==> config.mk <==
export PLATFORM = sky130hd
export DESIGN_NAME = pe_stream
export DESIGN_NICKNAME = d
export VERILOG_FILES = /design/src/rtl/pe_stream.sv
export SDC_FILE = /design/constraint.sdc
export NUM_CORES = 1
export LEC_CHECK = 0
export ABC_CLOCK_PERIOD_IN_PS = 12800
export CAP_MARGIN = 20
export CORE_MARGIN = 10
export CORE_UTILIZATION = 50
export CTS_CLUSTER_DIAMETER = 50
export DETAILED_ROUTE_END_ITERATION = 10
export MAX_ROUTING_LAYER = met4
export PLACE_DENSITY = 0.69
export SYNTH_ARGS = -nofsm -noshare
export SYNTH_HDL_FRONTEND = slang
export SYNTH_SLANG_ARGS = --single-unit
==> constraint.sdc <==
create_clock -name clk -period 12.8 [get_ports clk]
set_clock_uncertainty 0.1 [all_clocks]
set_input_delay 1.28 -clock clk [delete_from_list [all_inputs] [get_ports clk]]
set_output_delay 1.28 -clock clk [all_outputs]
set_load 0.01 [all_outputs]
==> src/rtl/pe_stream.sv <==
// pe_stream: multi-cycle sign-magnitude dot-product processing element.
//
// Accepts LANES input/weight pairs per beat over ceil(N_TERMS/LANES) beats and
// accumulates their products in two's complement. It then adds a scaled bias,
// rescales by SHIFT, optionally applies ReLU and saturates to one
// sign-magnitude word.
//
// Ports:
//   clk, rst          clock, asynchronous active-high reset
//   start             begin a job (honoured only when idle)
//   bias, relu_en     job configuration, latched on the accepted start
//   busy              high whenever a job is in flight
//   in_valid/in_ready beat handshake; in_ready is high only while accumulating
//   in_data/in_weight LANES packed sign-magnitude words, lane i at [i*DATA_W +: DATA_W]
//   out_valid/out_ready/out_data  result handshake; out_data holds until next job
module pe_stream #(
  parameter int unsigned DATA_W     = 8,
  parameter int unsigned N_TERMS    = 62,
  parameter int unsigned LANES      = 2,
  parameter int unsigned ACC_W      = 21,
  parameter int unsigned BIAS_SCALE = 127,
  parameter int unsigned SHIFT      = 9
) (
  input  logic                      clk,
  input  logic                      rst,
  input  logic                      start,
  input  logic [DATA_W-1:0]         bias,
  input  logic                      relu_en,
  output logic                      busy,
  input  logic                      in_valid,
  output logic                      in_ready,
  input  logic [LANES*DATA_W-1:0]   in_data,
  input  logic [LANES*DATA_W-1:0]   in_weight,
  output logic                      out_valid,
  input  logic                      out_ready,
  output logic [DATA_W-1:0]         out_data
);

  localparam int unsigned MAG_W  = DATA_W - 1;
  localparam int unsigned PROD_W = 2 * MAG_W;
  // One guard bit so acc +/- bias can never wrap.
  localparam int unsigned SUM_W  = ACC_W + 1;
  localparam int unsigned BEATS  = (N_TERMS + LANES - 1) / LANES;
  localparam int unsigned BEAT_W = (BEATS > 1) ? $clog2(BEATS) : 1;

  localparam logic [BEAT_W-1:0] LAST_BEAT = BEAT_W'(BEATS - 1);
  localparam logic [SUM_W-1:0]  MAG_MAX   = SUM_W'((1 << MAG_W) - 1);

  typedef enum logic [1:0] {StIdle, StAccum, StFinish, StOut} state_e;

  state_e                   state_q;
  logic signed [ACC_W-1:0]  acc_q;
  logic [BEAT_W-1:0]        beat_q;
  logic [DATA_W-1:0]        bias_q;
  logic                     relu_q;

  // ---------------------------------------------------------------------------
  // Per-lane signed products
  // ---------------------------------------------------------------------------
  logic signed [ACC_W-1:0] lane_term [LANES];

  for (genvar g = 0; g < LANES; g++) begin : g_lane
    logic [DATA_W-1:0] d;
    logic [DATA_W-1:0] w;
    logic [PROD_W-1:0] p_mag;
    logic [ACC_W-1:0]  p_ext;
    logic              p_neg;
    logic              active;

    assign d      = in_data[g*DATA_W +: DATA_W];
    assign w      = in_weight[g*DATA_W +: DATA_W];
    assign p_mag  = PROD_W'(d[MAG_W-1:0]) * PROD_W'(w[MAG_W-1:0]);
    assign p_neg  = d[DATA_W-1] ^ w[DATA_W-1];
    assign p_ext  = ACC_W'(p_mag);
    // Lanes beyond N_TERMS only occur on the final beat of a ragged split.
    assign active = (32'(beat_q) * LANES + 32'(g)) < N_TERMS;
    // A zero magnitude negates to zero, so negative zero needs no special case.
    assign lane_term[g] = !active ? '0 : (p_neg ? -$signed(p_ext) : $signed(p_ext));
  end

  logic signed [ACC_W-1:0] beat_sum;

  always_comb begin
    beat_sum = '0;
    for (int unsigned i = 0; i < LANES; i++) begin
      beat_sum = beat_sum + lane_term[i];
    end
  end

  // ---------------------------------------------------------------------------
  // Bias, rescale, ReLU and saturation (consumed in FINISH)
  // ---------------------------------------------------------------------------
  logic [ACC_W-1:0]        bias_term;
  logic signed [SUM_W-1:0] total;
  logic                    total_neg;
  logic [SUM_W-1:0]        total_abs;
  logic [SUM_W-1:0]        shifted;
  logic [MAG_W-1:0]        res_mag;
  logic [DATA_W-1:0]       result;

  assign bias_term = ACC_W'(bias_q[MAG_W-1:0]) * ACC_W'(BIAS_SCALE);

  always_comb begin
    if (bias_q[DATA_W-1]) begin
      total = SUM_W'(acc_q) - $signed({1'b0, bias_term});
    end else begin
      total = SUM_W'(acc_q) + $signed({1'b0, bias_term});
    end
    total_neg = total[SUM_W-1];
    // Shift the magnitude so negatives truncate toward zero.
    total_abs = total_neg ? SUM_W'(-total) : SUM_W'(total);
    shifted   = total_abs >> SHIFT;
    res_mag   = (shifted > MAG_MAX) ? '1 : shifted[MAG_W-1:0];
    if (total_neg && relu_q) begin
      result = '0;
    end else begin
      result = {total_neg && (res_mag != '0), res_mag};
    end
  end

  // ---------------------------------------------------------------------------
  // Control FSM with registered outputs
  // ---------------------------------------------------------------------------
  always_ff @(posedge clk or posedge rst) begin
    if (rst) begin
      state_q   <= StIdle;
      acc_q     <= '0;
      beat_q    <= '0;
      bias_q    <= '0;
      relu_q    <= 1'b0;
      busy      <= 1'b0;
      in_ready  <= 1'b0;
      out_valid <= 1'b0;
      out_data  <= '0;
    end else begin
      unique case (state_q)
        StIdle: begin
          if (start) begin
            state_q  <= StAccum;
            acc_q    <= '0;
            beat_q   <= '0;
            bias_q   <= bias;
            relu_q   <= relu_en;
            busy     <= 1'b1;
            in_ready <= 1'b1;
          end
        end
        StAccum: begin
          if (in_valid && in_ready) begin
            acc_q <= acc_q + beat_sum;
            if (beat_q == LAST_BEAT) begin
              state_q  <= StFinish;
              in_ready <= 1'b0;
            end else begin
              beat_q <= beat_q + BEAT_W'(1);
            end
          end
        end
        StFinish: begin
          out_data  <= result;
          out_valid <= 1'b1;
          state_q   <= StOut;
        end
        StOut: begin
          if (out_ready) begin
            out_valid <= 1'b0;
            busy      <= 1'b0;
            state_q   <= StIdle;
          end
        end
        default: state_q <= StIdle;
      endcase
    end
  end

endmodule

Figure 1. Sizing map (run 1).
Scale bar: 50 µm.
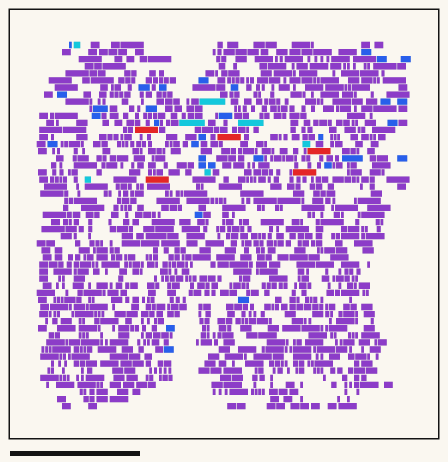
cyan -> drive 3 to 4  # cells 7
purple -> drive 1 or less  # cells 1247
red -> drive 6 and up  # cells 5
blue -> drive 2  # cells 32
Area growth syn-to-layout: 9.37%
Buffers excl. clock: 59

Figure 2. Clock wiring as the flow saved it (run 1).
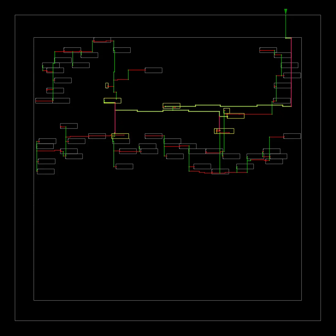
Flops: 48
CLK BUF: 7

Figure 3. Where the registers sit (run 1).
Scale bar: 50 µm. Other sequential cells in the stronger gray, the rest of the logic in the fainter gray.
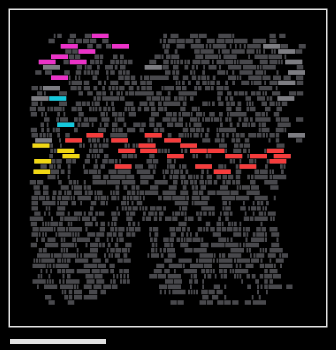
magenta -> out_data  # placed flops 8, where top left
yellow -> beat_q  # placed flops 5, where left middle
red -> acc_q  # placed flops 21
cyan -> state_q  # placed flops 2
fraction of area in registers: 10.5%
sequential cell area: 0.00120 mm²

==> results.toml, run 1 <==
# flow metrics
[run_status]
status = "finished, final reports clean"

[logic_synthesis]
aoi_share_pct = 18.6
ys_cells = 1244
synthXorXnorAreaFrac_pct = 8.27
yosysChipArea_mm2 = 0.0104
enable_flop_cells = 0
yosysUniqueCellTypes = 77
yosysWarnings = 0

[clocking]
htree_levels = 2
clkTransAtPathRegs_ps = 70
cts.sinks = 48
cts_max_path_buffers = 2
cts_setup_buffers = 0

[worst_setup_path]
start_kind = "input pin"
r2r_setup_slack_ps = 4540
crit_path_end_kind = "register"
reg2regPathDepth = 25
path_buffers = 3
startpoint = "in_weight[3]"

[detailed_routing]
route.met3.wl_um = 892
drt_iter0_markers = 510
wl_per_cell_um = 15.1

[grt]
use_met3_pct = 2.17
met1_usage_pct = 26.5
globalRoute.totalOverflow = 0
busiest_layer = "met2"
grt_pass1_wl_mm = 40.9

[placed_design]
dpl_cell_area_mm2 = 0.0113
gp_congestion = 0.912

[cells_and_area]
nMultiInputCombCells = 1041
final_core_util_pct = 56.0
most-common-layout-cells = "ha_1 (143), nand2_1 (134), inv_1 (133), fa_1 (89), nor2_1 (81)"
clk_share_pct = 1.24
fin_cells = 1561
sh_comb_area_pct = 75.7
drive_above_1_share_pct = 3.41

[floorplanning]
core-area_mm2 = 0.0204
die_x_um = 164
fp.dieH_um = 164

[flow_run]
tool_warnings = 35

[timing]
fin_crit_sh_pct = 68.0
clock.fmax_mhz = 115
rsz0062_at_grt = "no"
maxSlewHeadroom_pct = 37.9

[min_path]
min_path_type = "reg -> reg"
--- run 2 (diff from run 1) ---
--- a/config.mk
+++ b/config.mk
@@ -5,7 +5,7 @@
 export SDC_FILE = /design/constraint.sdc
 export NUM_CORES = 1
 export LEC_CHECK = 0
-export ABC_CLOCK_PERIOD_IN_PS = 12800
+export ABC_CLOCK_PERIOD_IN_PS = 8400
 export CAP_MARGIN = 20
 export CORE_MARGIN = 10
 export CORE_UTILIZATION = 50
==> constraint.sdc (replaced) <==
create_clock -name clk -period 8.4 [get_ports clk]
set_clock_uncertainty 0.1 [all_clocks]
set_input_delay 0.84 -clock clk [delete_from_list [all_inputs] [get_ports clk]]
set_output_delay 0.84 -clock clk [all_outputs]
set_load 0.01 [all_outputs]
Figure 4. Clock wiring as the flow saved it (run 2).
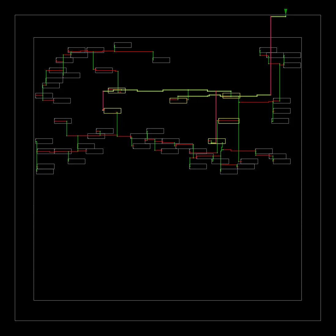
clock latency on the worst-skew pair: 300 ps
CTS sink count: 48
CTS Buf Count: 5

Figure 5. Where the registers sit (run 2).
Scale bar: 50 µm. Other sequential cells in the stronger gray, the rest of the logic in the fainter gray.
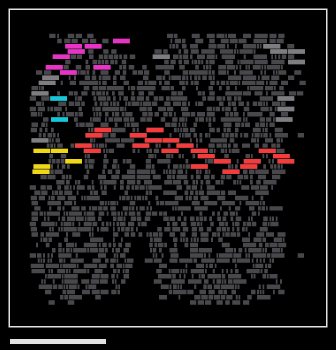
magenta -> out_data  # placed flops 8, where top left
yellow -> beat_q  # placed flops 5, where left middle
red -> acc_q  # placed flops 21
cyan -> state_q  # placed flops 2
fraction of area in registers: 10.3%
Util after Layout: 57.3%

==> run 2 against run 1 <==
Compared with the run above:
- non-clock buffer count up 28
- first-iteration DRC count is 8.2% lower
- worst hold slack worse by 4.8 ps
- count of clock-buffer cells in the layout is 2 lower
- die area unchanged
- synthesized cell count stayed put
- sequential share of layout area shrank 0.23 points
- global-route usage up 0.53 points
- critical path type is now reg -> reg
==> results.toml, run 2 <==
# flow metrics
[floorplanning]
die_x_um = 164
core-area_mm2 = 0.0204
fp.dieH_um = 164

[cells_and_area]
nClkBuffers = 5
drive_above_1_share_pct = 5.85
clk_share_pct = 1.33
fin_cells = 1587
most-common-layout-cells = "ha_1 (143), nand2_1 (134), inv_1 (133), fa_1 (89), nor2_1 (80)"
seq_area_mm2 = 0.00120
sh_comb_area_pct = 74.3

[logic_synthesis]
aoi_share_pct = 18.6
synthXorXnorAreaFrac_pct = 8.27
enable_flop_cells = 0
yosysUniqueCellTypes = 77
ys_cells = 1244
yosysChipArea_mm2 = 0.0104
yosysWarnings = 0

[min_path]
hold_depth = 1
min_path_type = "reg -> reg"

[timing]
clock.fmax_mhz = 125
fin_crit_sh_pct = 95.5
maxSlewHeadroom_pct = 32.5
rsz0062_at_grt = "no"

[flow_run]
tool_warnings = 35
cap_violations = 0

[detailed_routing]
drt_iter0_markers = 468
route.met3.wl_um = 769
wl_per_cell_um = 15.5

[worst_setup_path]
r2r_setup_slack_ps = 380
crit_path_end_kind = "register"
path_buffers = 4
start_kind = "register"
startpoint = "bias_q[3]"
reg2regPathDepth = 28

[clocking]
clkTransAtPathRegs_ps = 70
htree_levels = 2

[grt]
met1_usage_pct = 27.2
grt_pass1_wl_mm = 42.0
use_met3_pct = 1.67
antenna_found_initial = 0

[run_status]
status = "finished, final reports clean"
Figure 6. Sizing map (run 2).
Scale bar: 50 µm.
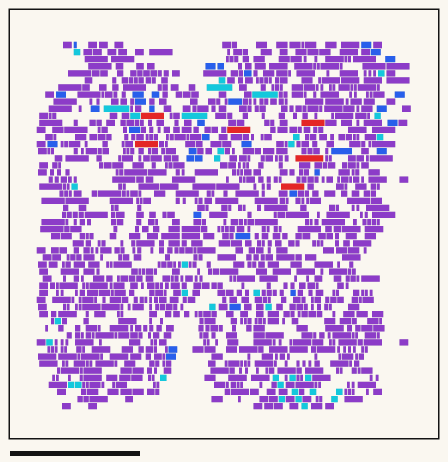
purple -> drive 1 or less  # cells 1240
cyan -> drive 3 to 4  # cells 36
blue -> drive 2  # cells 35
red -> drive 6 and up  # cells 6
Area growth syn-to-layout: 11.9%
final setup margin: 375 ps
Buffers excl. clock: 87
final instance area: 0.0117 mm²

